==> src/rtl/mipi_dsi_pkg.sv <==
// mipi_dsi_pkg: shared DSI definitions for the burst sequencer and future TX blocks.
package mipi_dsi_pkg;

    // Burst sequencer states
    typedef enum logic [2:0] {
        ST_IDLE      = 3'd0,
        ST_WAIT_SYNC = 3'd1,
        ST_HDR       = 3'd2,
        ST_PAYLOAD   = 3'd3,
        ST_CRC       = 3'd4,
        ST_DONE      = 3'd5
    } burst_state_e;

    // Sync byte as it leaves the byte aligner
    localparam logic [7:0] SYNC_BYTE_ALIGNED = 8'hB8;

    // Low nibble of the data types that carry a word count and payload
    localparam logic [3:0] LONG_DT_LO [4] = '{4'h9, 4'hC, 4'hD, 4'hE};

    // DSI header ECC parity masks over {WC_H, WC_L, DI}; index i selects parity bit Pi
    localparam logic [5:0][23:0] ECC_MASKS = {
        24'hEFFC00,  // P5
        24'hDF03F0,  // P4
        24'hB8E38E,  // P3
        24'h749A6D,  // P2
        24'hF2555B,  // P1
        24'hF12CB7   // P0
    };

    // True when the data type low nibble marks a long packet
    function automatic logic is_long_dt(input logic [3:0] dt_lo);
        logic r;
        r = 1'b0;
        for (int i = 0; i < 4; i++) begin
            if (dt_lo == LONG_DT_LO[i]) r = 1'b1;
        end
        return r;
    endfunction

endpackage

==> src/rtl/mipi_dsi_ecc6.sv <==
// mipi_dsi_ecc6: combinational DSI packet header ECC (24 data bits -> 6 parity bits).
module mipi_dsi_ecc6
    import mipi_dsi_pkg::*;
(
    input  logic [23:0] i_data,
    output logic [5:0]  o_ecc
);

    // Each parity bit is the XOR of the header bits picked out by its mask
    always_comb begin
        o_ecc = '0;
        for (int i = 0; i < 6; i++) begin
            o_ecc[i] = ^(i_data & ECC_MASKS[i]);
        end
    end

endmodule

==> src/rtl/mipi_hs_burst_ctrl.sv <==
// mipi_hs_burst_ctrl: per-lane HS burst sequencer. Arms the byte aligner for each
// burst, then frames the aligned byte stream into DSI packets (header, payload, CRC).
// Build macro MIPI_BURST_ECC_EN enables header ECC checking; otherwise ecc_err is 0.
module mipi_hs_burst_ctrl
    import mipi_dsi_pkg::*;
#(
    parameter int unsigned SYNC_TIMEOUT = 64
) (
    input  logic        byte_clk,
    input  logic        sys_rst_n,
    input  logic        hs_active,
    input  logic        aligned_valid,
    input  logic [7:0]  aligned_data,
    output logic        align_rst_n,
    output logic        pkt_hdr_valid,
    output logic [7:0]  pkt_di,
    output logic [15:0] pkt_wc,
    output logic        pkt_long,
    output logic        ecc_err,
    output logic        pl_valid,
    output logic [7:0]  pl_data,
    output logic        pkt_end,
    output logic [15:0] pkt_crc,
    output logic        pkt_abort,
    output logic        sync_err
);

    localparam logic [15:0] SYNC_LAST = 16'(SYNC_TIMEOUT - 1);

    burst_state_e r_state, w_state_nxt;
    logic [15:0]  r_sync_cnt, r_pl_cnt;
    logic [1:0]   r_hdr_idx;
    logic         r_crc_idx;
    logic [7:0]   r_hdr_di, r_hdr_wcl, r_hdr_wch, r_crc_lo;
    logic [15:0]  w_wc;
    logic         w_long, w_hdr_done, w_crc_done, w_sync_to, w_active_nxt;
    logic         w_hdr_valid, w_end, w_pl_valid, w_abort, w_sync_err;

    logic         r_align_rst_n, r_pkt_hdr_valid, r_pkt_long, r_pl_valid;
    logic         r_pkt_end, r_pkt_abort, r_sync_err;
    logic [7:0]   r_pkt_di, r_pl_data;
    logic [15:0]  r_pkt_wc, r_pkt_crc;

    assign w_wc       = {r_hdr_wch, r_hdr_wcl};
    assign w_long     = is_long_dt(r_hdr_di[3:0]);
    assign w_hdr_done = aligned_valid && (r_hdr_idx == 2'd3);
    assign w_crc_done = aligned_valid && r_crc_idx;
    assign w_sync_to  = (r_sync_cnt == SYNC_LAST);

    // State register
    always_ff @(posedge byte_clk or negedge sys_rst_n) begin
        if (!sys_rst_n) r_state <= ST_IDLE;
        else            r_state <= w_state_nxt;
    end

    // Next-state: byte-driven framing; hs_active low leaves any active state
    always_comb begin
        w_state_nxt = r_state;
        case (r_state)
            ST_IDLE:      if (hs_active) w_state_nxt = ST_WAIT_SYNC;
            ST_WAIT_SYNC: begin
                if (!hs_active)         w_state_nxt = ST_IDLE;
                else if (aligned_valid) w_state_nxt = ST_HDR;
                else if (w_sync_to)     w_state_nxt = ST_DONE;
            end
            ST_HDR: begin
                if (!hs_active)       w_state_nxt = ST_IDLE;
                else if (w_hdr_done) begin
                    if (!w_long)            w_state_nxt = ST_HDR;
                    else if (w_wc == 16'd0) w_state_nxt = ST_CRC;
                    else                    w_state_nxt = ST_PAYLOAD;
                end
            end
            ST_PAYLOAD: begin
                if (!hs_active)                                w_state_nxt = ST_IDLE;
                else if (aligned_valid && r_pl_cnt == 16'd1) w_state_nxt = ST_CRC;
            end
            ST_CRC: begin
                if (!hs_active)      w_state_nxt = ST_IDLE;
                else if (w_crc_done) w_state_nxt = ST_HDR;
            end
            ST_DONE:      if (!hs_active) w_state_nxt = ST_IDLE;
            default:      w_state_nxt = ST_IDLE;
        endcase
    end

    // Output decode: a byte arriving as hs_active falls counts only if it completes a packet
    always_comb begin
        w_hdr_valid = 1'b0;
        w_end       = 1'b0;
        w_pl_valid  = 1'b0;
        w_abort     = 1'b0;
        w_sync_err  = 1'b0;
        case (r_state)
            ST_WAIT_SYNC: w_sync_err = hs_active && !aligned_valid && w_sync_to;
            ST_HDR: begin
                if (w_hdr_done && (hs_active || !w_long)) begin
                    w_hdr_valid = 1'b1;
                    w_end       = !w_long;
                end
            end
            ST_PAYLOAD: begin
                if (hs_active) w_pl_valid = aligned_valid;
                else           w_abort    = 1'b1;
            end
            ST_CRC: begin
                if (w_crc_done)      w_end   = 1'b1;
                else if (!hs_active) w_abort = 1'b1;
            end
            default: ;
        endcase
    end

    assign w_active_nxt = (w_state_nxt == ST_WAIT_SYNC) || (w_state_nxt == ST_HDR) ||
                          (w_state_nxt == ST_PAYLOAD)   || (w_state_nxt == ST_CRC);

    // Registered outputs: strobes every cycle, data fields held until next update
    always_ff @(posedge byte_clk or negedge sys_rst_n) begin
        if (!sys_rst_n) begin
            r_align_rst_n   <= 1'b0;
            r_pkt_hdr_valid <= 1'b0;
            r_pkt_di        <= 8'd0;
            r_pkt_wc        <= 16'd0;
            r_pkt_long      <= 1'b0;
            r_pl_valid      <= 1'b0;
            r_pl_data       <= 8'd0;
            r_pkt_end       <= 1'b0;
            r_pkt_crc       <= 16'd0;
            r_pkt_abort     <= 1'b0;
            r_sync_err      <= 1'b0;
        end else begin
            r_align_rst_n   <= w_active_nxt;
            r_pkt_hdr_valid <= w_hdr_valid;
            r_pl_valid      <= w_pl_valid;
            r_pkt_end       <= w_end;
            r_pkt_abort     <= w_abort;
            r_sync_err      <= w_sync_err;
            if (w_hdr_valid) begin
                r_pkt_di   <= r_hdr_di;
                r_pkt_wc   <= w_wc;
                r_pkt_long <= w_long;
            end
            if (w_pl_valid) r_pl_data <= aligned_data;
            if (w_end && r_state == ST_CRC) r_pkt_crc <= {aligned_data, r_crc_lo};
        end
    end

    // Byte counters: advance only on valid bytes, cleared outside their state
    always_ff @(posedge byte_clk or negedge sys_rst_n) begin
        if (!sys_rst_n) begin
            r_sync_cnt <= 16'd0;
            r_hdr_idx  <= 2'd0;
            r_crc_idx  <= 1'b0;
            r_pl_cnt   <= 16'd0;
        end else begin
            r_sync_cnt <= (r_state == ST_WAIT_SYNC) ? r_sync_cnt + 16'd1 : 16'd0;
            if (r_state != ST_HDR)  r_hdr_idx <= 2'd0;
            else if (aligned_valid) r_hdr_idx <= r_hdr_idx + 2'd1;
            if (r_state != ST_CRC)  r_crc_idx <= 1'b0;
            else if (aligned_valid) r_crc_idx <= ~r_crc_idx;
            if (r_state == ST_HDR && w_hdr_done)              r_pl_cnt <= w_wc;
            else if (r_state == ST_PAYLOAD && aligned_valid) r_pl_cnt <= r_pl_cnt - 16'd1;
        end
    end

    // Header and CRC byte capture (data path, no reset needed)
    always_ff @(posedge byte_clk) begin
        if (r_state == ST_HDR && aligned_valid) begin
            case (r_hdr_idx)
                2'd0:    r_hdr_di  <= aligned_data;
                2'd1:    r_hdr_wcl <= aligned_data;
                2'd2:    r_hdr_wch <= aligned_data;
                default: ;
            endcase
        end
        if (r_state == ST_CRC && aligned_valid && !r_crc_idx) r_crc_lo <= aligned_data;
    end

`ifdef MIPI_BURST_ECC_EN
    logic [5:0] w_ecc_calc;
    logic       w_ecc_bad;
    logic       r_ecc_err;

    mipi_dsi_ecc6 u_ecc6 (
        .i_data ({r_hdr_wch, r_hdr_wcl, r_hdr_di}),
        .o_ecc  (w_ecc_calc)
    );

    // ECC byte is on aligned_data in the cycle the header completes
    assign w_ecc_bad = (w_ecc_calc != aligned_data[5:0]) || (aligned_data[7:6] != 2'b00);

    // Header ECC flag, updated together with the other header fields
    always_ff @(posedge byte_clk or negedge sys_rst_n) begin
        if (!sys_rst_n)       r_ecc_err <= 1'b0;
        else if (w_hdr_valid) r_ecc_err <= w_ecc_bad;
    end

    assign ecc_err = r_ecc_err;
`else
    assign ecc_err = 1'b0;
`endif

    assign align_rst_n   = r_align_rst_n;
    assign pkt_hdr_valid = r_pkt_hdr_valid;
    assign pkt_di        = r_pkt_di;
    assign pkt_wc        = r_pkt_wc;
    assign pkt_long      = r_pkt_long;
    assign pl_valid      = r_pl_valid;
    assign pl_data       = r_pl_data;
    assign pkt_end       = r_pkt_end;
    assign pkt_crc       = r_pkt_crc;
    assign pkt_abort     = r_pkt_abort;
    assign sync_err      = r_sync_err;

endmodule

==> config.mk <==
export PLATFORM = sky130hd
export DESIGN_NAME = mipi_hs_burst_ctrl
export DESIGN_NICKNAME = d
export VERILOG_FILES = /design/src/rtl/mipi_dsi_pkg.sv /design/src/rtl/mipi_dsi_ecc6.sv /design/src/rtl/mipi_hs_burst_ctrl.sv
export SDC_FILE = /design/constraint.sdc
export NUM_CORES = 1
export LEC_CHECK = 0
export ABC_AREA = 0
export CORE_AREA = 2 2 97 99
export CTS_CLUSTER_DIAMETER = 50
export DETAILED_ROUTE_END_ITERATION = 10
export DIE_AREA = 0 0 99 101
export PLACE_DENSITY = 0.88
export SLEW_MARGIN = 5
export SYNTH_ARGS = -nofsm -noshare
export SYNTH_HDL_FRONTEND = slang
export SYNTH_SLANG_ARGS = --single-unit
==> constraint.sdc <==
create_clock -name byte_clk -period 6.5 [get_ports byte_clk]
set_clock_uncertainty 0.1 [all_clocks]
set_input_delay 1.3 -clock byte_clk [delete_from_list [all_inputs] [get_ports byte_clk]]
set_output_delay 1.3 -clock byte_clk [all_outputs]
set_load 0.02 [all_outputs]
Figure 1. M3 wires (run 1).
Cells faint in the background.
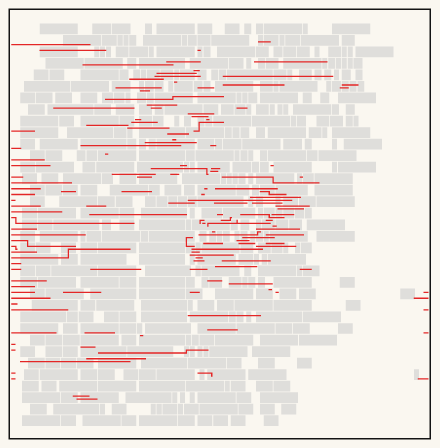
The layer holds 8.4% of the routed length. 102 nets have wire on it. The longest straight run is 27.8 um.
GR Layer Usage met3: 7.98%
Vias: 3,707
Detailed Route WL: 12,800 um

Figure 2. Metal 4 (run 1).
Scale bar: 20 um. Supply wires on this layer in gray.
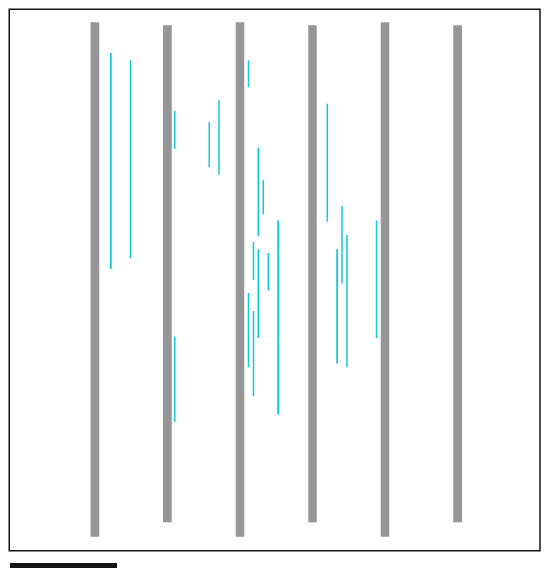
14 nets have wire on it. The longest straight run is 40.1 um. The layer carries 347 um of wire.

==> results.cfg, run 1 <==
; implementation run metrics
[logic_synthesis]
ys_cells = 404
synth_warnings = 0
ys_area_um2 = 5160
avgSynthCellArea_um2 = 12.8
syn_inst = 404
netlist_area_um2 = 5160

[clock_network]
clockBufferDepth = 2
cts_tree = done
holdBufCountCts = 0
clkSinkCount = 125
cts_root_buffer = clkbuf_8

[layout]
fin_cells = 601
num_antenna_cells = 0

[routing]
dr.max_layer_used = met4
drtIter0Drc = 474
firstDrtPassIters = 7
drc_errors = 0
post_drt_wl_per_cell_um = 21.3
met3_length_um = 1070

[status]
outcome = finished clean

[worst_setup_path]
crit_required_ns = 6.83
cpPeakStageDelay_ns = 0.91
critPathBufInv = 1
worstSetupPathType = input port to flop
reg2reg_depth = 6
r2r_start = r_pl_cnt[6]
path_delay_family = simple AND/OR/NAND/NOR gates

[grt]
antenna_found_initial = 0

[timing]
fin_crit_ns = 3.49
holdWs_ns = 0.357
worst_slack_ns = 3.01
slew_viol_final = 0
setup_viol = 0
slew_headroom_pct = 36.0

[run]
log.warning_count = 30
drv_cap = 0

[die]
fp.dieArea_um2 = 10000
num_rows = 35
core_um2 = 8980

[worst_hold_path]
holdPathEnd = pkt_di[6]

[placement]
place_ws_ns = 2.67

[power_and_ir_drop]
peakVddDrop_v = 0.000251
Figure 3. Track usage over the die (run 1).
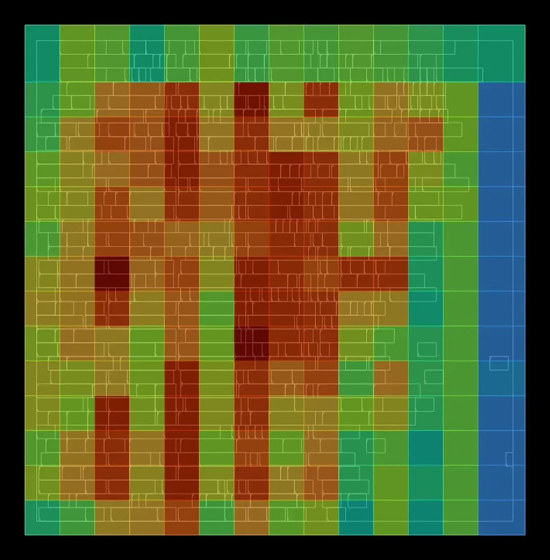
met1 GRT Util: 35.1%
grt met2 use: 45.6%

## run 1: final cells by class
class	instances	area, um2
clock inverters	12	148
clock buffers	20	425
fillers	506	2490
multi-input cells	253	1770
well taps	111	139
inverters	10	37.5
flip-flops and latches	125	3290
repair buffers	70	688
## run 1: power breakdown
| part | switching [mW] | total (mW) | internal [mW] | leakage, nW |
|---|---|---|---|---|
| clock | 0.348 | 0.928 | 0.581 | 0.270 |
| combinational | 0.229 | 0.365 | 0.136 | 1.01 |
| sequential | 0.0670 | 0.943 | 0.876 | 1.56 |
| total | 0.644 | 2.24 | 1.59 | 2.85 |
## run 1: tightest hold or removal path, delay by kind of cell (launching register included)
family           cells  cell delay, ns
and+or+nand+nor      2            0.10
DFF                  1            0.32
## run 1: kinds of logic after synthesis
family | after synthesis | share of synthesized area, %
other | 1 | 0.0727
flip-flops | 125 | 63.7
XOR/XNOR | 15 | 2.55
adder cells (fa/ha/maj) | 7 | 1.70
AND-OR/OR-AND | 49 | 6.81
multiplexers | 45 | 9.80
AND/OR/NAND/NOR | 136 | 13.2
buffers and inverters | 26 | 2.13
## run 1: worst max-delay path by stage
stage | startpoint | slack [ns] | endpoint | depth (start not counted)
2_1_floorplan | aligned_valid | 3.45 | r_crc_lo[0] | 3
3_3_place_gp | aligned_valid | 2.74 | align_rst_n | 7
3_5_place_dp | aligned_valid | 2.67 | align_rst_n | 7
4_1_cts | aligned_valid | 3.12 | align_rst_n | 7
5_1_grt | aligned_valid | 2.87 | align_rst_n | 7
6_report | aligned_valid | 3.01 | align_rst_n | 7
## run 1: sequential cells by signal, indices dropped and copies added (netlist names), 16 cells and up
name / count
pkt_crc: 16
r_sync_cnt: 16
pkt_wc: 16
r_pl_cnt: 16
## run 1: metal layers
layer	GRT usage (%)	up-vias
met5	0	-
met4	10.6	0
met3	7.98	47
met2	45.6	229
met1	35.1	1835
li1	-	1596
## run 1: layout by cell type (no fill, tap or decap), types with 3 or more instances in the layout
master and count:
nand3_1 18, o21ai_0 7, or3_1 5, a21oi_1 11, mux2_2 36, bufinv_16 3
nor3_1 9, nor4_1 7, edfxtp_1 32, xnor2_1 7, inv_1 9, buf_4 5
and3_1 10, clkbuf_16 16, dfrtp_1 93, ha_1 7, nor2b_1 5, nand2_1 45
clkinvlp_4 3, mux2_1 8, o21ai_1 4, clkbuf_1 3, nor2_1 27, o211ai_1 6
xor2_1 8, clkdlybuf4s50_1 65, o311ai_0 3
## run 1: Yosys cell counts, types with 2 or more instances
cell type	instances	share of area [%]
ha_1	7	1.7
a221o_1	2	0.39
nand2_1	45	3.3
edfxtp_1	32	19
and3_1	10	1.2
nor4_4	2	0.82
inv_1	9	0.65
xnor2_1	7	1.2
nor3_1	9	0.87
mux2_2	36	7.9
mux2_1	8	1.7
o311ai_1	2	0.34
or3_1	5	0.61
nor2b_1	5	0.61
dfrtp_1	93	45
a32oi_1	2	0.34
clkbuf_1	12	0.87
nand3_1	18	1.7
a21oi_1	11	1.1
o21ai_0	7	0.68
nor2_1	27	2.0
o311ai_0	3	0.51
xor2_1	8	1.4
o211ai_1	6	0.87
nor4_1	7	0.85
o21ai_1	5	0.48
Figure 4. The metal 2 layer (run 1).
Scale bar: 20 um.
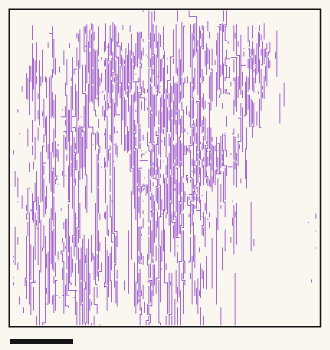

==> inputs of run 2 (changes only) <==
--- a/config.mk
+++ b/config.mk
@@ -6,11 +6,11 @@
 export NUM_CORES = 1
 export LEC_CHECK = 0
 export ABC_AREA = 0
-export CORE_AREA = 2 2 97 99
+export CORE_AREA = 2 2 100 102
 export CTS_CLUSTER_DIAMETER = 50
 export DETAILED_ROUTE_END_ITERATION = 10
-export DIE_AREA = 0 0 99 101
-export PLACE_DENSITY = 0.88
+export DIE_AREA = 0 0 102 104
+export PLACE_DENSITY = 0.84
 export SLEW_MARGIN = 5
 export SYNTH_ARGS = -nofsm -noshare
 export SYNTH_HDL_FRONTEND = slang
==> constraint.sdc (replaced) <==
create_clock -name byte_clk -period 3.5 [get_ports byte_clk]
set_clock_uncertainty 0.1 [all_clocks]
set_input_delay 0.7 -clock byte_clk [delete_from_list [all_inputs] [get_ports byte_clk]]
set_output_delay 0.7 -clock byte_clk [all_outputs]
set_load 0.02 [all_outputs]
Figure 5. The metal 2 layer (run 2).
Scale bar: 20 um.
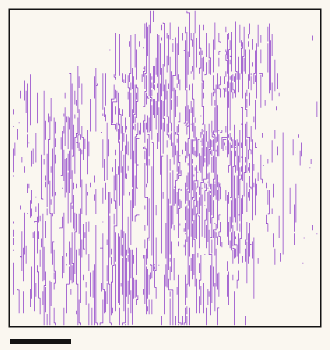
The wires run mostly vertical. 455 nets have wire on it.

Figure 6. M1 wires (run 2).
Scale bar: 20 um. Supply wires on this layer in gray.
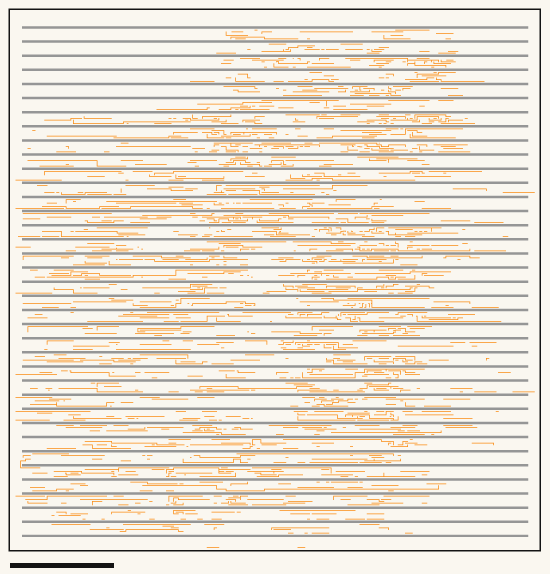
The longest straight run is 33.6 um. 455 nets have wire on it. The layer holds 40% of the routed length. The layer carries 4,730 um of wire. The wires run mostly horizontal.
Vias: 3,609
Detailed Route WL: 11,700 um
met1 GRT Util: 29.8%

Figure 7. Metal 4 (run 2).
Scale bar: 20 um. Supply wires on this layer in gray.
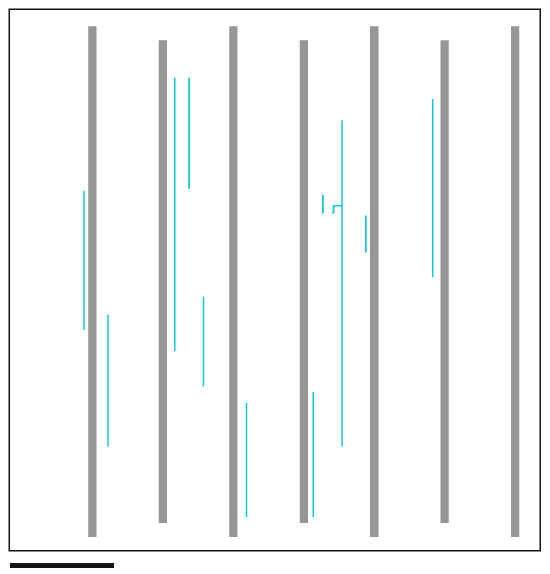
The layer holds 2.5% of the routed length. The longest straight run is 62.6 um. The layer carries 298 um of wire. The wires run mostly vertical.

==> run 2 against run 1 <==
Hold slack got worse by 0.32 ns; non-clock buffer count rose by 3; critical path depth fell by 1; critical path type is now flop to flop; largest cell class unchanged; highest routed layer unchanged.
==> results.cfg, run 2 <==
; implementation run metrics
[die]
fp.dieArea_um2 = 10600
initial_utilization_pct = 54.0
num_rows = 36
core_um2 = 9550
ios = 68

[status]
outcome = finished clean

[grt]
antenna_found_initial = 0
grt_usage_pct = 23.7
grt_max_degree = 38
grt-busiest-layer = met2
grt_use_met2_pct = 38.0
use_met3_pct = 7.12

[power_and_ir_drop]
peakVddDrop_v = 0.000496
p_leak_nw = 2.88

[logic_synthesis]
syn_inst = 404
synth_warnings = 0
common_cells = 93 x dfrtp_1, 45 x nand2_1, 36 x mux2_2
synth.largest_area_cell = dfrtp_1
netlist_area_um2 = 5160
yosysTopAreaCellShare_pct = 45.1
area_leaders = dfrtp_1 45%, edfxtp_1 19%, mux2_2 7.9%
fp_nets = 423
avgSynthCellArea_um2 = 12.8
ys_cells = 404
flop_cell = dfrtp_1
ys_area_um2 = 5160
synth.most_common_cell = dfrtp_1

[timing]
slew_viol_final = 0
finalCritPeriodShare_pct = 73.2
setup_viol = 0
worst_slack_ns = 0.939
slew_headroom_pct = 37.3
tns_ns = 0
fin_crit_ns = 2.56
holdWs_ns = 0.0351

[routing]
vias_per_cell = 5.77
drc_errors = 0
drtIter0Drc = 164
post_drt_wl_per_cell_um = 18.7
firstDrtPassIters = 5

[worst_setup_path]
critPathBufInv = 0
crit_required_ns = 3.79
cpPeakStageDelay_ns = 0.58
end_kind = flop
worstSetupPathType = flop to flop
crit_path_max_fanout = 8
path_delay_family = simple AND/OR/NAND/NOR gates

[layout]
layout_top_cells = 93 x dfrtp_1, 65 x clkdlybuf4s50_1, 45 x nand2_1
register_area_um2 = 3290
num_antenna_cells = 0
mostFrequentLayoutCell = dfrtp_1
final.fill_count = 669
logic_area_um2 = 1770
fin_cells = 626

[clock_network]
post_cts_buffers = 0
clkSinkCount = 125
cts_root_buffer = clkbuf_8
clkLatencyLatePin_ns = 0.53
clockBufferDepth = 2
cts.reportedPaths.clkPinSlew_ns = 0.06
holdBufCountCts = 0
cts_tree = done

[run]
drv_cap = 0
log.warning_count = 30

[placement]
place_ws_ns = 0.458
dpl_cell_area_um2 = 5970
numPortBuffers = 66
-- run 2: power by group --
part / switching [mW] / internal [mW] / total [mW]
logic: 0.391 / 0.254 / 0.645
clock network: 0.654 / 1.08 / 1.73
registers: 0.118 / 1.63 / 1.75
-- run 2: area by class of cell --
type,count,share of cell area [%]
clock buffers,20,6.96
clock inverters,12,2.06
inverters,10,0.572
multi-input cells,253,26.9
flip-flops and latches,125,50.1
well taps,133,2.54
repair buffers,73,10.8
-- run 2: path summary, 6_finish.rpt --
kind / to / startpoint / cells past startpoint / slack [ns]
max: r_pl_cnt[13] / r_pl_cnt[6] / 6 / 0.94
min: pkt_crc[12] / sys_rst_n / 1 / 0.04
max reg2reg: r_pl_cnt[13] / r_pl_cnt[6] / 6 / 0.94
min reg2reg: pkt_di[6] / r_hdr_di[6] / 2 / 0.37
max in group asynchronous: pkt_wc[1] / sys_rst_n / 2 / 2.50
min in group byte_clk: pkt_di[6] / r_hdr_di[6] / 2 / 0.37
-- run 2: layer usage --
| metal | vias to the layer above | part of all wire, % |
|---|---|---|
| li1 | 1612 | - |
| met3 | 28 | 6.8 |
| met1 | 1817 | 40 |
| met2 | 152 | 50 |
| met4 | 0 | 2.5 |
| met5 | - | 0 |
-- run 2: cells by family (layout without fill, tap and decap cells) --
family / after synthesis / after routing / share of synthesized area [%]
fa+ha+maj: 7 / 7 / 1.70
buf+inv: 26 / 115 / 2.13
simple gates: 136 / 136 / 13.2
flops: 125 / 125 / 63.7
mux: 45 / 45 / 9.80
xor+xnor: 15 / 15 / 2.55
compound gates: 49 / 49 / 6.81
other cells: 1 / 1 / 0.0727
Figure 8. M3 wires (run 2).
Cells faint in the background.
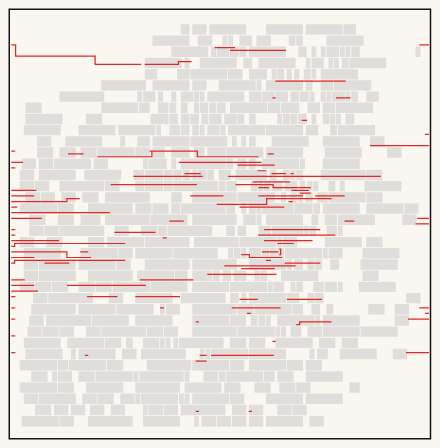

==> inputs of run 3 (changes only) <==
--- a/config.mk
+++ b/config.mk
@@ -6,11 +6,11 @@
 export NUM_CORES = 1
 export LEC_CHECK = 0
 export ABC_AREA = 0
-export CORE_AREA = 2 2 100 102
+export CORE_AREA = 2 2 106 108
 export CTS_CLUSTER_DIAMETER = 50
 export DETAILED_ROUTE_END_ITERATION = 10
-export DIE_AREA = 0 0 102 104
-export PLACE_DENSITY = 0.84
+export DIE_AREA = 0 0 108 110
+export PLACE_DENSITY = 0.79
 export SLEW_MARGIN = 5
 export SYNTH_ARGS = -nofsm -noshare
 export SYNTH_HDL_FRONTEND = slang
==> constraint.sdc (replaced) <==
create_clock -name byte_clk -period 2.08 [get_ports byte_clk]
set_clock_uncertainty 0.1 [all_clocks]
set_input_delay 0.416 -clock byte_clk [delete_from_list [all_inputs] [get_ports byte_clk]]
set_output_delay 0.416 -clock byte_clk [all_outputs]
set_load 0.02 [all_outputs]
Figure 9. M3 wires (run 3).
Cells faint in the background.
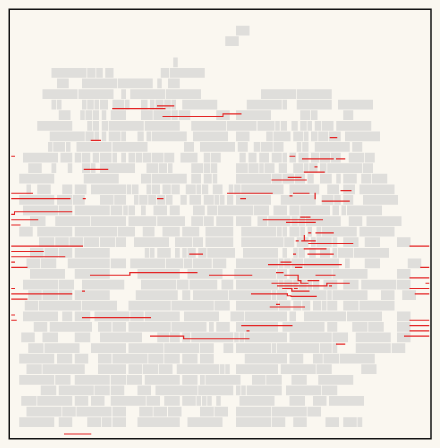
55 nets have wire on it. The longest straight run is 18.6 um. The wires run mostly horizontal. The layer carries 525 um of wire.
GR Layer Usage met3: 4.64%
Detailed Route WL: 11,900 um
Vias: 3,697

Figure 10. The metal 2 layer (run 3).
Scale bar: 20 um.
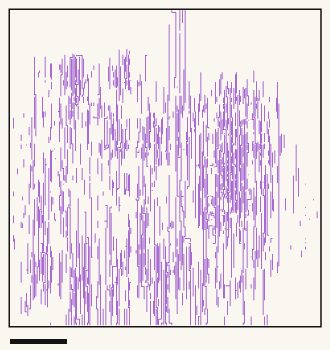
The layer holds 51% of the routed length. The layer carries 6,110 um of wire. 495 nets have wire on it. The longest straight run is 56.4 um. The wires run mostly vertical.
grt met2 use: 38.2%

==> run 3 against run 2 <==
The flow now finishes with violations (setup timing); clock power increased by 62%; total power increased by 75%; hold slack improved by 0.31 ns; first-iteration DRC count increased by 4.9%; cell count increased by 7.3%; combinational power increased by 130%; sequential share of layout area decreased by 2.9 points; critical path type unchanged; largest cell class unchanged; highest routed layer unchanged.
==> results.cfg, run 3 <==
; implementation run metrics
[status]
outcome = finished, violations left
violations = setup timing

[logic_synthesis]
synth.most_common_cell = dfrtp_1
synth.largest_area_cell = dfrtp_1
ys_area_um2 = 5160
area_leaders = dfrtp_1 45%, edfxtp_1 19%, mux2_2 7.9%
ys_cells = 404
synth_seq_share_pct = 63.7
yosysTopAreaCellShare_pct = 45.1
common_cells = 93 x dfrtp_1, 45 x nand2_1, 36 x mux2_2
synth_warnings = 0
flop_cell = dfrtp_1
syn_inst = 404
fp_nets = 423
netlist_area_um2 = 5160

[die]
initial_utilization_pct = 48.2
ios = 68
num_rows = 38
core_um2 = 10700
fp.dieArea_um2 = 11900

[power_and_ir_drop]
clockPowerShare_pct = 38.9
peakVddDrop_v = 0.000726
p_leak_nw = 3.09
internal_power_mw = 5.06
seqPwrFrac_pct = 40.4
power.switching_mw = 2.16
combPwrFrac_pct = 20.7
switching_share_pct = 29.9

[run]
log.warning_count = 33
drv_cap = 0

[worst_setup_path]
startpoint = r_pl_cnt[6]
worstSetupPathType = flop to flop
crit_required_ns = 2.38
end_kind = flop
crit_path_max_fanout = 6

[timing]
slew_headroom_pct = 66.0
finalCritPeriodShare_pct = 110
worst_slack_ns = -0.211
fin_crit_ns = 2.29
setup_viol = 8
slew_viol_final = 0

[routing]
vias_per_cell = 5.50
post_drt_wl_per_cell_um = 17.7
drtIter0Drc = 172
drc_errors = 0

[layout]
mostFrequentLayoutCell = dfrtp_1
register_area_um2 = 3290
final.fill_count = 750
num_antenna_cells = 0
layout_top_cells = 93 x dfrtp_1, 65 x clkdlybuf4s50_1, 45 x nand2_1
utilization_pct = 65.1

[clock_network]
cts_tree = done
clkLatencyLatePin_ns = 0.53
clkSinkCount = 125
cts_root_buffer = clkbuf_8
cts.reportedPaths.clkPinSlew_ns = 0.06
h-tree-depth = 4

[grt]
antenna_found_initial = 0
grt_max_degree = 94
grt_usage_pct = 22.0

[worst_hold_path]
min_from = r_hdr_di[4]

[placement]
place_ws_ns = -0.210
numPortBuffers = 66
Figure 11. Metal 4 (run 3).
Scale bar: 20 um. Supply wires on this layer in gray.
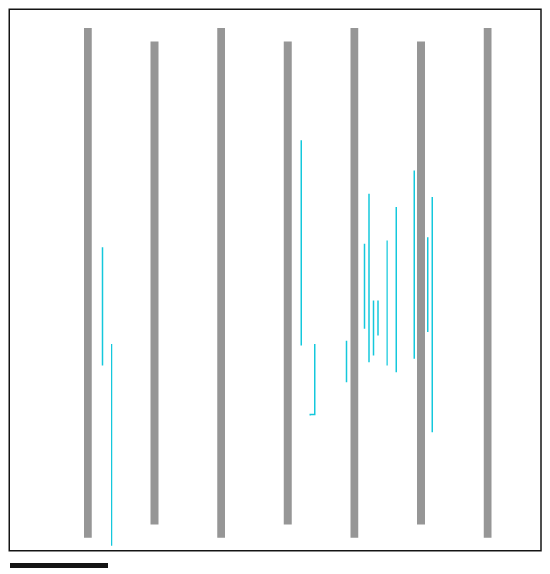
The layer holds 3.0% of the routed length. The layer carries 361 um of wire. The wires run mostly vertical. 11 nets have wire on it. The longest straight run is 47.6 um.

## run 3: cell counts after synthesis
No cell type changed its count.
## run 3: metrics by stage
stage / hold WS [ns] / cell area [um2]
after floorplan: 0.0204 / 5160
after global placement: 0.329 / 6340
after detailed placement: 0.331 / 6340
after CTS: 0.350 / 6930
after global routing: 0.377 / 6960
final: 0.345 / 6960
## run 3: path summary, 6_finish.rpt
path	endpoint	slack, ns	depth (start not counted)
max	r_pl_cnt[13]	-0.21	7
min	pkt_di[4]	0.34	2
max reg2reg	r_pl_cnt[13]	-0.21	7
min reg2reg	pkt_di[4]	0.34	2
max in group asynchronous	r_pl_cnt[15]	1.12	3
min in group asynchronous	pkt_crc[5]	0.38	3
## run 3: what timing repair did
item / 4_1_cts / 5_1_grt
setup endpoints to repair: 8 / 8
hold buffers: 1 / 0
resized: 2 / 7
hold endpoints to repair: 93 / 0
setup buffers: 1 / 4
pin swaps: 1 / 10
## run 3: routing by layer
layer	up-vias	share of wire [%]	global-route usage, %
li1	1681	-	-
met1	1865	41	26.3
met2	116	51	38.2
met3	35	4.4	4.64
met4	0	3.0	10.4
met5	-	0	0
## run 3: kinds of logic after synthesis
kind of cell	synth area share [%]
adders and majority gates	1.70
and+or+nand+nor	13.2
DFF	63.7
xor gates and xnor gates	2.55
muxes	9.80
AOI/OAI and AO/OA	6.81
buffers and inverters	2.13
other	0.0727
## run 3: critical path, stage by stage (launching register included)
cell and delay, ns:
dfrtp_1 0.37, or4_4 0.53, or3_4 0.42, buf_6 0.15, nor4_4 0.24, a21oi_1 0.12
o21ai_1 0.13, o311ai_1 0.10
## run 3: power groups by stage
stage	Combinational, mW	Sequential (mW)	Clock (mW)
2_1_floorplan	0.681	3.01	0
3_3_place_gp	1.28	2.93	0
3_5_place_dp	1.34	2.95	0
4_1_cts	1.42	2.91	2.84
5_1_grt	1.61	2.94	2.95
6_report	1.50	2.92	2.81
## run 3: cell type report
| class | instances | area share [%] |
|---|---|---|
| well taps | 140 | 2.52 |
| inverters | 10 | 0.539 |
| repair buffers | 112 | 15.8 |
| multi-input cells | 253 | 25.8 |
| clock buffers | 17 | 5.95 |
| flip-flops and latches | 125 | 47.2 |
| clock inverters | 15 | 2.19 |
No activity file was given, so power comes from the tool's default toggle rates.
